met3.png
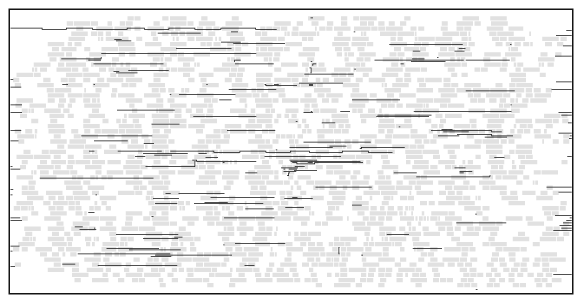
clock_map.png
Scale bar: 100 um.
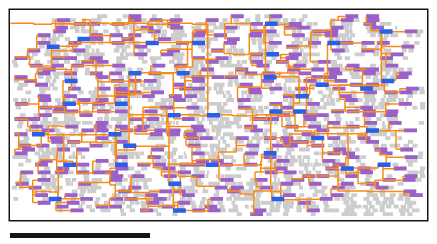
zoom.png
Region (129, 55) to (169, 95) um. Cells in grey, sequential cells in the stronger grey; small squares are vias.
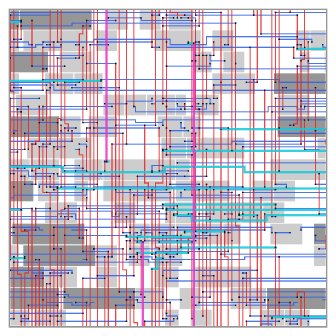
wire_density.png
Scale bar: 100 um. The die is cut into 30 by 15 equal tiles; white is low, dark blue is high, scaled to the fullest tile. Values are wire area over tile area, all layers added.
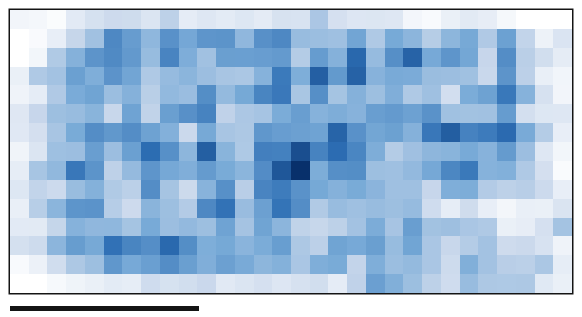
final_clocks.png
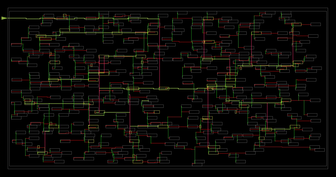
**src/rtl/decode_pipe.sv**
```systemverilog
// Registered decode stage for the 16-bit-instruction core: valid/ready input,
// internal register file, ID/EX output register, load-use interlock and sticky halt.
module decode_pipe #(
    parameter int DATA_W = 32,
    parameter int NREG   = 8,
    parameter bit BYPASS = 1'b1
) (
    input  logic              clk,
    input  logic              rst,
    input  logic              flush,
    input  logic              in_valid,
    output logic              in_ready,
    input  logic [15:0]       in_pc,
    input  logic [15:0]       in_pc_plus1,
    input  logic [15:0]       in_inst,
    input  logic              wb_en,
    input  logic [2:0]        wb_reg,
    input  logic [DATA_W-1:0] wb_data,
    output logic              out_valid,
    input  logic              out_ready,
    output logic [15:0]       out_pc,
    output logic [15:0]       out_inst,
    output logic [DATA_W-1:0] out_reg1,
    output logic [DATA_W-1:0] out_reg2,
    output logic [2:0]        out_wreg,
    output logic              out_wen,
    output logic              out_branch,
    output logic              out_jump,
    output logic              out_mem_write,
    output logic              out_mem_read,
    output logic              out_rq_imm,
    output logic              out_rs_imm,
    output logic [3:0]        out_alu_ctrl,
    output logic              out_halt,
    output logic              o_dbg_state
);

    localparam logic [0:0] ST_RUN    = 1'b0;
    localparam logic [0:0] ST_HALTED = 1'b1;

    logic [DATA_W-1:0] r_rf [8];
    logic [0:0]        r_state;
    logic              r_shadow_valid;
    logic [2:0]        r_shadow_reg;

    logic              r_out_valid;
    logic [15:0]       r_out_pc;
    logic [15:0]       r_out_inst;
    logic [DATA_W-1:0] r_out_reg1;
    logic [DATA_W-1:0] r_out_reg2;
    logic [2:0]        r_out_wreg;
    logic              r_out_wen;
    logic              r_out_branch;
    logic              r_out_jump;
    logic              r_out_mem_write;
    logic              r_out_mem_read;
    logic              r_out_rq_imm;
    logic              r_out_rs_imm;
    logic [3:0]        r_out_alu_ctrl;
    logic              r_out_halt;

    logic [3:0]        w_op;
    logic [2:0]        w_rdrq_idx;
    logic [2:0]        w_rs_idx;
    logic              w_is_halt;
    logic [3:0]        w_alu_ctrl;
    logic [DATA_W-1:0] w_rd1;
    logic [DATA_W-1:0] w_rd2;
    logic              w_wb_ok;
    logic              w_hazard;
    logic              w_ready;
    logic              w_accept;
    logic              w_load_xfer;

    // Handshake: a beat moves on a rising edge where valid and ready are both
    // high; flush overrides any transfer into the output register.
    assign w_op       = in_inst[15:12];
    assign w_rdrq_idx = in_inst[14] ? in_inst[11:9] : in_inst[5:3];
    assign w_rs_idx   = in_inst[8:6];
    assign w_is_halt  = (w_op == 4'b0000);
    assign w_wb_ok    = wb_en && (32'(wb_reg) < NREG);

    always_comb begin
        w_alu_ctrl = 4'b1111;
        case (w_op)
            4'b1100: w_alu_ctrl = 4'b0000;
            4'b1101: w_alu_ctrl = 4'b0001;
            4'b1110: w_alu_ctrl = 4'b0010;
            4'b1111: w_alu_ctrl = 4'b0011;
            4'b1011: w_alu_ctrl = (in_inst[2:0] != 3'b000) ? {1'b0, in_inst[2:0]} : 4'b1000;
            4'b1010: w_alu_ctrl = {1'b1, in_inst[2:0]};
            default: w_alu_ctrl = 4'b1111;
        endcase
    end

    // Unimplemented indices read as zero; bypass forwards a same-cycle writeback.
    always_comb begin
        w_rd1 = '0;
        if (32'(w_rdrq_idx) < NREG) begin
            if (BYPASS && w_wb_ok && (wb_reg == w_rdrq_idx)) w_rd1 = wb_data;
            else                                            w_rd1 = r_rf[w_rdrq_idx];
        end
    end

    always_comb begin
        w_rd2 = '0;
        if (32'(w_rs_idx) < NREG) begin
            if (BYPASS && w_wb_ok && (wb_reg == w_rs_idx)) w_rd2 = wb_data;
            else                                          w_rd2 = r_rf[w_rs_idx];
        end
    end

    assign w_hazard    = r_shadow_valid && in_valid &&
                         ((r_shadow_reg == w_rdrq_idx) || (r_shadow_reg == w_rs_idx));
    assign w_ready     = (r_state == ST_RUN) && (!r_out_valid || out_ready) && !w_hazard;
    assign w_accept    = in_valid && w_ready && !flush;
    assign w_load_xfer = r_out_valid && out_ready && r_out_mem_read;

    always_ff @(posedge clk or negedge rst) begin
        if (!rst) begin
            for (int i = 0; i < 8; i++) r_rf[i] <= '0;
        end else if (w_wb_ok) begin
            r_rf[wb_reg] <= wb_data;
        end
    end

    always_ff @(posedge clk or negedge rst) begin
        if (!rst) begin
            r_state        <= ST_RUN;
            r_shadow_valid <= 1'b0;
            r_shadow_reg   <= 3'b000;
        end else begin
            if (flush)                      r_state <= ST_RUN;
            else if (w_accept && w_is_halt) r_state <= ST_HALTED;
            r_shadow_valid <= !flush && w_load_xfer;
            r_shadow_reg   <= r_out_wreg;
        end
    end

    always_ff @(posedge clk or negedge rst) begin
        if (!rst) begin
            r_out_valid     <= 1'b0;
            r_out_pc        <= '0;
            r_out_inst      <= '0;
            r_out_reg1      <= '0;
            r_out_reg2      <= '0;
            r_out_wreg      <= '0;
            r_out_wen       <= 1'b0;
            r_out_branch    <= 1'b0;
            r_out_jump      <= 1'b0;
            r_out_mem_write <= 1'b0;
            r_out_mem_read  <= 1'b0;
            r_out_rq_imm    <= 1'b0;
            r_out_rs_imm    <= 1'b0;
            r_out_alu_ctrl  <= '0;
            r_out_halt      <= 1'b0;
        end else if (flush) begin
            r_out_valid <= 1'b0;
        end else if (w_accept) begin
            r_out_valid     <= 1'b1;
            r_out_pc        <= w_is_halt ? in_pc : in_pc_plus1;
            r_out_inst      <= in_inst;
            r_out_reg1      <= w_rd1;
            r_out_reg2      <= w_rd2;
            r_out_wreg      <= in_inst[11:9];
            r_out_wen       <= in_inst[15];
            r_out_branch    <= (w_op == 4'b0010);
            r_out_jump      <= (w_op == 4'b0100);
            r_out_mem_write <= (w_op == 4'b0111);
            r_out_mem_read  <= (w_op == 4'b1000);
            r_out_rq_imm    <= (w_op == 4'b1000) || (w_op == 4'b0111);
            r_out_rs_imm    <= !in_inst[13] && !w_is_halt;
            r_out_alu_ctrl  <= w_alu_ctrl;
            r_out_halt      <= w_is_halt;
        end else if (out_ready) begin
            r_out_valid <= 1'b0;
        end
    end

    assign in_ready      = w_ready;
    assign out_valid     = r_out_valid;
    assign out_pc        = r_out_pc;
    assign out_inst      = r_out_inst;
    assign out_reg1      = r_out_reg1;
    assign out_reg2      = r_out_reg2;
    assign out_wreg      = r_out_wreg;
    assign out_wen       = r_out_wen;
    assign out_branch    = r_out_branch;
    assign out_jump      = r_out_jump;
    assign out_mem_write = r_out_mem_write;
    assign out_mem_read  = r_out_mem_read;
    assign out_rq_imm    = r_out_rq_imm;
    assign out_rs_imm    = r_out_rs_imm;
    assign out_alu_ctrl  = r_out_alu_ctrl;
    assign out_halt      = r_out_halt;
    assign o_dbg_state   = r_state;

endmodule

```
**config.mk**
```make
export PLATFORM = sky130hd
export DESIGN_NAME = decode_pipe
export DESIGN_NICKNAME = d
export VERILOG_FILES = /design/src/rtl/decode_pipe.sv
export SDC_FILE = /design/constraint.sdc
export NUM_CORES = 1
export LEC_CHECK = 0
export CELL_PAD_IN_SITES_DETAIL_PLACEMENT = 0
export CELL_PAD_IN_SITES_GLOBAL_PLACEMENT = 2
export CORE_ASPECT_RATIO = 0.5
export CORE_UTILIZATION = 43
export DETAILED_ROUTE_END_ITERATION = 8
export PLACE_DENSITY_LB_ADDON = 0.1
export SLEW_MARGIN = 10
export SYNTH_ARGS = -nofsm -noshare
export SYNTH_HDL_FRONTEND = slang
export SYNTH_SLANG_ARGS = --single-unit
```
**constraint.sdc**
```tcl
create_clock -name clk -period 4.94 [get_ports clk]
set_clock_uncertainty 0.2 [all_clocks]
set_input_delay 1.482 -clock clk [delete_from_list [all_inputs] [get_ports clk]]
set_output_delay 1.482 -clock clk [all_outputs]
set_load 0.05 [all_outputs]
```
==> results_tabular.tex <==
% Generated from flow reports
\begin{tabular}{lr}
\hline
Metric & Value \\
\hline
\multicolumn{2}{l}{\textbf{Layout}} \\
\quad \# nets final & approximately 1600 \\
\quad Fraction of area in clock buffers and inverters & 0.0527 \\
\quad Max FFs per register & 256 \\
\quad Most numerous logic cells after layout & 369 x sky130\_fd\_sc\_hd\_\_dfrtp\_1, 337 x sky130\_fd\_sc\_hd\_\_mux2\_2, 196 x sky130\_fd\_sc\_hd\_\_clkdlybuf4s50\_1 \\
\quad Flip-flop and latch count & roughly 370 \\
\quad Layout cell share with drive strength beyond 1 & 0.348 \\
\quad Diode insertion count for antenna repair & 0 \\
\quad Non-clock buffers, area share & 0.114 \\
\quad Register with the most flip-flops & r\_rf \\
\quad Most frequent standard cell in the layout excluding fill and tap cells & sky130\_fd\_sc\_hd\_\_dfrtp\_1 \\
\quad Comb gate area & 9020 um2 \\
\quad Non-clock inverter instance count of the final layout & 3 \\
\quad Post-layout instance count excluding filler cells & 2133 \\
\quad Combinational Gates & 859 \\
\quad FF/Latch Area & between 9000 and 10000 um2 \\
\quad Number of buffers outside the clock class in the layout & 261 \\
\quad Clk\_buf instances & 52 \\
\quad Area grow syn2layout & 21.0\% \\
\quad Largest cell class by area & registers \\
\quad Fraction of standard cell area in multi-input logic & 0.396 \\
\quad Non-Filler Cell Area, Final & roughly 23000 um2 \\
\quad Final core utilization & 0.535 \\
\quad Filler cells & 3549 \\
\quad Seq area share & 0.405 \\
\multicolumn{2}{l}{\textbf{Route}} \\
\quad Routed met1 length & about 26000 um \\
\quad Average routed wire per standard cell & around 26 um \\
\quad DRC violation count after routing & 0 \\
\quad Sum of met3 wire segment lengths after detailed routing & about 2600 um \\
\quad Met2 wire length & between 20000 and 30000 um \\
\quad Ratio of routed vias to standard cells & 5.93 \\
\quad Violation count after the first detailed-routing iteration & between 800 and 900 \\
\quad Post-route ant nets & 0 \\
\quad Top routing layer in use & met4 \\
\quad Router iterations before antenna repair & 4 \\
\multicolumn{2}{l}{\textbf{Setup path}} \\
\quad Worst setup slack for register-to-register paths & between 2 and 2.5 ns \\
\quad Data required, critical path & 3.26 ns \\
\quad WP depth & 7 \\
\quad Critical setup path kind & in2out \\
\quad End of the critical path & in\_ready \\
\quad Combined buffer and inverter count along the critical path & 3 \\
\quad Worst-path fanout max & 2 \\
\quad Slowest CP cell & sky130\_fd\_sc\_hd\_\_clkdlybuf4s50\_1 \\
\quad Critical path's top delay family & buffers and inverters \\
\quad Critical Path, Cell by Cell & clkdlybuf4s50\_1 -> mux2\_8 -> xor2\_1 -> nor4\_4 -> nor2\_1 -> buf\_4 -> buf\_4 \\
\quad Critical Path Start & in\_inst[3] \\
\quad Arrival time worst endpoint & 3.10 ns \\
\quad Peak per-stage delay on the critical path & approximately 0.45 ns \\
\quad Most used cell along the critical path & sky130\_fd\_sc\_hd\_\_buf\_4 \\
\quad Crit. End Element & primary output \\
\quad Element type at the critical path start & input pin \\
\quad Reg-to-Reg End & out\_reg2[7] \\
\quad Worst reg2reg path startpoint & r\_shadow\_reg[2] \\
\quad Cell depth of the worst flop-to-flop path & 7 \\
\multicolumn{2}{l}{\textbf{Final timing}} \\
\quad Maximum clock rate & 0.209 GHz \\
\quad Worst Max-Slew Pin Slew & around 1.1 ns \\
\quad Post-layout minimum cycle time & about 4.8 ns \\
\quad Total count of max-transition violations in the final report & 0 \\
\quad Share of the clock period used by the worst path & 0.969 \\
\quad Number of hold violations in the final report & 0 \\
\quad Min setup slack post-route & 0.154 ns \\
\quad Worst-case hold slack & 0.234 ns \\
\quad Setup Viol. Count Final & 0 \\
\quad Normalized max-slew margin & 0.236 \\
\quad RSZ-0062 raised after global routing & no \\
\quad Setup TNS Final & 0 ns \\
\multicolumn{2}{l}{\textbf{Pwr}} \\
\quad Switching component of the power & around 3500 uW \\
\quad Reported leakage power & $\sim$0.0095 uW \\
\quad Seq pwr share & 0.405 \\
\quad Pwr dens & about 460 nW/um2 \\
\quad Power Total & roughly 10000 uW \\
\quad Worst supply voltage drop on vdd & around 0.25 mV \\
\quad Clock group share of total power & 0.274 \\
\quad Switching Fraction & 0.338 \\
\quad Internal power of the cells & approximately 6900 uW \\
\quad Logic gate share of total power & 0.321 \\
\multicolumn{2}{l}{\textbf{Clock tree}} \\
\quad \# Post-CTS Setup Buffers & 0 \\
\quad Maximum buffer depth of the clock tree & 3 \\
\quad Clock slew at reported path FFs & approximately 0.060 ns \\
\quad Count of cells resized by post-cts repair & 1 \\
\quad Count of clock tree sinks & $\sim$370 \\
\quad Max H-tree Level & 2 \\
\quad TritonCTS clock tree & built \\
\quad Root buf cell & sky130\_fd\_sc\_hd\_\_clkbuf\_16 \\
\quad Number of hold-repair buffers added at the cts stage & 0 \\
\multicolumn{2}{l}{\textbf{Logic synthesis}} \\
\quad Synth area leaders & sky130\_fd\_sc\_hd\_\_dfrtp\_1 49\%, sky130\_fd\_sc\_hd\_\_mux2\_2 20\%, sky130\_fd\_sc\_hd\_\_mux2i\_1 8.3\% \\
\quad Sequential-to-total area share from yosys stat & 0.490 \\
\quad Synth Area per Inst & 13.6 um2 \\
\quad Number of nets in the synthesized netlist & about 1500 \\
\quad Leading post-synthesis cells by instance count & 369 x sky130\_fd\_sc\_hd\_\_dfrtp\_1, 338 x sky130\_fd\_sc\_hd\_\_mux2\_2, 157 x sky130\_fd\_sc\_hd\_\_mux2i\_1, 74 x sky130\_fd\_sc\_hd\_\_clkbuf\_1, 66 x sky130\_fd\_sc\_hd\_\_mux4\_2 \\
\quad Yosys warns & 0 \\
\quad Number of standard cells reported by yosys & between 1000 and 1500 \\
\quad Cell Area, Synth & approximately 19000 um2 \\
\quad Area fraction of the dominant cell type after synthesis & 0.490 \\
\quad Count of cell types in the netlist & $\sim$42 \\
\quad Post-synthesis instance total & about 1400 \\
\quad Area reported by Yosys stat & 18800 um2 \\
\quad Number of synthesized flops with an enable pin & 0 \\
\quad Main flop type after synthesis & sky130\_fd\_sc\_hd\_\_dfrtp\_1 \\
\quad Count leader, synth & sky130\_fd\_sc\_hd\_\_dfrtp\_1 \\
\quad Top cell type by total area after synthesis & sky130\_fd\_sc\_hd\_\_dfrtp\_1 \\
\quad Post-synthesis async set-or-reset flop share & 1.00 \\
\quad Number of synthesized register bits & approximately 370 \\
\multicolumn{2}{l}{\textbf{Die}} \\
\quad Number of placement rows & roughly 53 \\
\quad Number of top-level design ports & between 200 and 250 \\
\quad Horizontal die size & about 300 um \\
\quad Fraction of the core area occupied by cells at floorplan & 0.442 \\
\quad Total die area & approximately 45000 um2 \\
\quad Die Ht & between 100 and 150 um \\
\quad Number of tapcells & around 580 \\
\quad Area of the placeable core & $\sim$43000 um2 \\
\multicolumn{2}{l}{\textbf{Global route}} \\
\quad Met1 demand-to-capacity share in global routing & 0.360 \\
\quad Busiest layer in global routing & met2 \\
\quad Total global routing track utilization & 0.248 \\
\quad First-pass GRT wire length & 84100 um \\
\quad Met2 track utilization from global routing & 0.397 \\
\quad Number of antenna violations at the first check in global routing & 0 \\
\quad Largest net degree at the start of global routing & approximately 85 \\
\quad Number of global-route vias before repair & 13200 \\
\quad Remaining global-route overflow & 0 \\
\multicolumn{2}{l}{\textbf{Worst hold path}} \\
\quad Hold path endpoint & r\_shadow\_reg[1] \\
\quad Class of the tightest hold or removal check & reg2reg \\
\quad Depth of the worst hold-timing path & 0 \\
\quad Worst min-delay path startpoint & out\_inst[10] \\
\multicolumn{2}{l}{\textbf{Place}} \\
\quad Final HPWL from detailed placement & 33000 um \\
\quad Port Buf Inserts & between 200 and 250 \\
\quad GPL Wtd Cong & slightly above 0.8 \\
\quad Post-Place Setup Slack & -0.0522 ns \\
\quad Cell Area, Placed & around 22000 um2 \\
\quad Post-Place Cells & 2069 \\
\multicolumn{2}{l}{\textbf{Run status}} \\
\quad Outcome & finished, final reports clean \\
\multicolumn{2}{l}{\textbf{Run}} \\
\quad Maxcap violations & 0 \\
\quad Tool warning count & 26 \\
\hline
\end{tabular}
Notes on met3.png above:
wire length on this layer = 2640 um
longest straight run = 81.9 um
nets with wire on the layer = 104
share of all routed wire = 4.8%
main direction = horizontal
post-detailed-routing wire length: 54700 um
DR vias: 12700
met3 layer usage reported by global route: 0.0373

Notes on clock_map.png above:
cells driving clock nets -> blue  # count 37
clock wires -> orange  # length 5140 um
flip-flops -> purple  # count 369
routed clock nets = 38
flops lie = all over the die

Notes on zoom.png above:
met2 -> red
met3 -> cyan
met4 -> magenta
met1 -> blue
netlist names of flops here include = r_rf (9), out_reg1 (1)
most frequent = buf_4 (22), dfrtp_1 (10), mux2_2 (8)
cells with their middle in the window = 83
sequential cells in the window = 10

Notes on wire_density.png above:
densest ninth of the die = centre
nearly empty tiles = 1.6%
fullest tile = 0.49
mean over tiles = 0.19
emptiest ninth of the die = south-east

Notes on final_clocks.png above:
Num CTS Buffers: 37
clock insertion delay at the later pin of the skew report: 0.54 ns

-- power groups by stage --
stage	clock network [uW]	logic (uW)	registers, uW
final	2860	3350	4230
after global routing	3060	3540	4310
after CTS	2940	3380	4220
after detailed placement	0	3370	4270
after global placement	0	3330	4220
after floorplan	0	1490	4980
-- kinds of logic (layout without fill, tap and decap cells) --
group / after synthesis / after routing / share of synthesized area
muxes: 571 / 571 / 0.371
DFF: 369 / 369 / 0.490
AOI/OAI and AO/OA: 173 / 173 / 0.0688
buffers and inverters: 152 / 328 / 0.0361
and+or+nand+nor: 103 / 103 / 0.0280
xor gates and xnor gates: 12 / 12 / 0.00558
Power is estimated from default activity; no workload was simulated.
